Design seg7_scan_ctrl, sky130hd; sources not shown.
Wiring by layer:
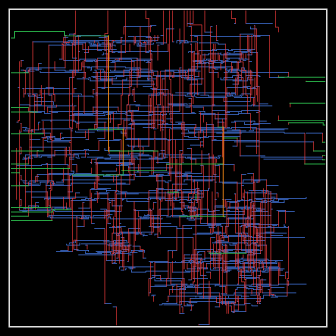
| layer | colour | wire length |
|---|---|---|
| met3 | green | 333 microns |
| met2 | red | 3530 microns |
| met4 | orange | 76.8 microns |
| met1 | blue | 4020 microns |
total track usage: 17.5%
DR vias: 2869
final wirelength: 7960 microns
Avg WL per Cell: 15.3 microns

Logic cells by family:
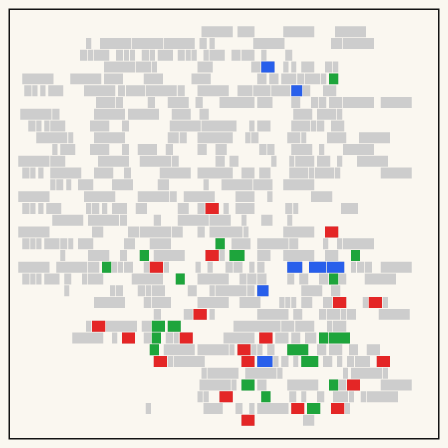
| family | colour | cells |
|---|---|---|
| AND-OR and OR-AND gates | blue | 7 |
| AND and OR gates | green | 20 |
| XOR/XNOR gates | red | 20 |
Comb/total area: 53.5%
most frequent logic cell in the layout: dfxtp_1
Finished Layout Cells: 520

Local utilization:
10 x 10 tiles, from white (low) to dark blue (high), 0 to 100% covered.
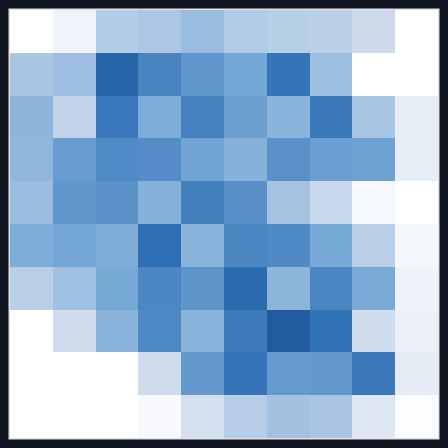
fullest tile: 83%
mean over tiles: 39%
emptiest ninth of the die: bottom left
CORE AREA: 8890 sq um
Floorplan Utilization: 42.2%

==> flow_summary_export.csv <==
group,metric,value,unit
power_and_ir_drop,pwr-share-seq,48.0,%
layout,signal_buffers,3,
logic_synthesis,yosys-stat-area,3750,sq um
routing,ant_nets,0,
worst_setup_path,cp-end-kind,"primary output",
routing,drt_iter0_markers,111,
layout,seqCellArea,1440,sq um
clock_network,post_cts_buffers,0,
worst_setup_path,crit_family,"simple AND/OR/NAND/NOR gates",
grt,grt_pass1_vias,2776,
logic_synthesis,top_cells_by_area,"dfxtp_1 (38%), mux2i_1 (5.9%), a21oi_1 (5.5%)",
logic_synthesis,synthXorXnorAreaFrac,4.67,%
sta,fin_ws,3.72,ns
sta,final_hold_viol_count,0,
layout,logic_area,2120,sq um
power_and_ir_drop,vdd_drop_max,0.000100,V
routing,drc,0,
power_and_ir_drop,intPower,0.554,mW
layout,nets,449,
sta,finClkSkew,0.00715,ns
layout,largest_cell_class,"logic gates",
logic_synthesis,syn_area_per_cell,8.92,sq um
job,maxCapViolCount,0,
layout,layout.cells.most_common_list,"dfxtp_1 (72), nand2_1 (54), a21oi_1 (41)",
place,post-place-cells,504,
grt,met2_usage,26.7,%
run_status,outcome,"complete, no violations",
worst_setup_path,path_buffers,0,
floorplanning,ios,41,
layout,n_fill_cell,863,
clock_network,cts_tree,"built",
sta,setup_tns,0,ns
logic_synthesis,ys_seq_share,38.4,%
sta,fin_crit,4.60,ns
logic_synthesis,synth_area,3750,sq um
No activity file was given, so power comes from the tool's default toggle rates.
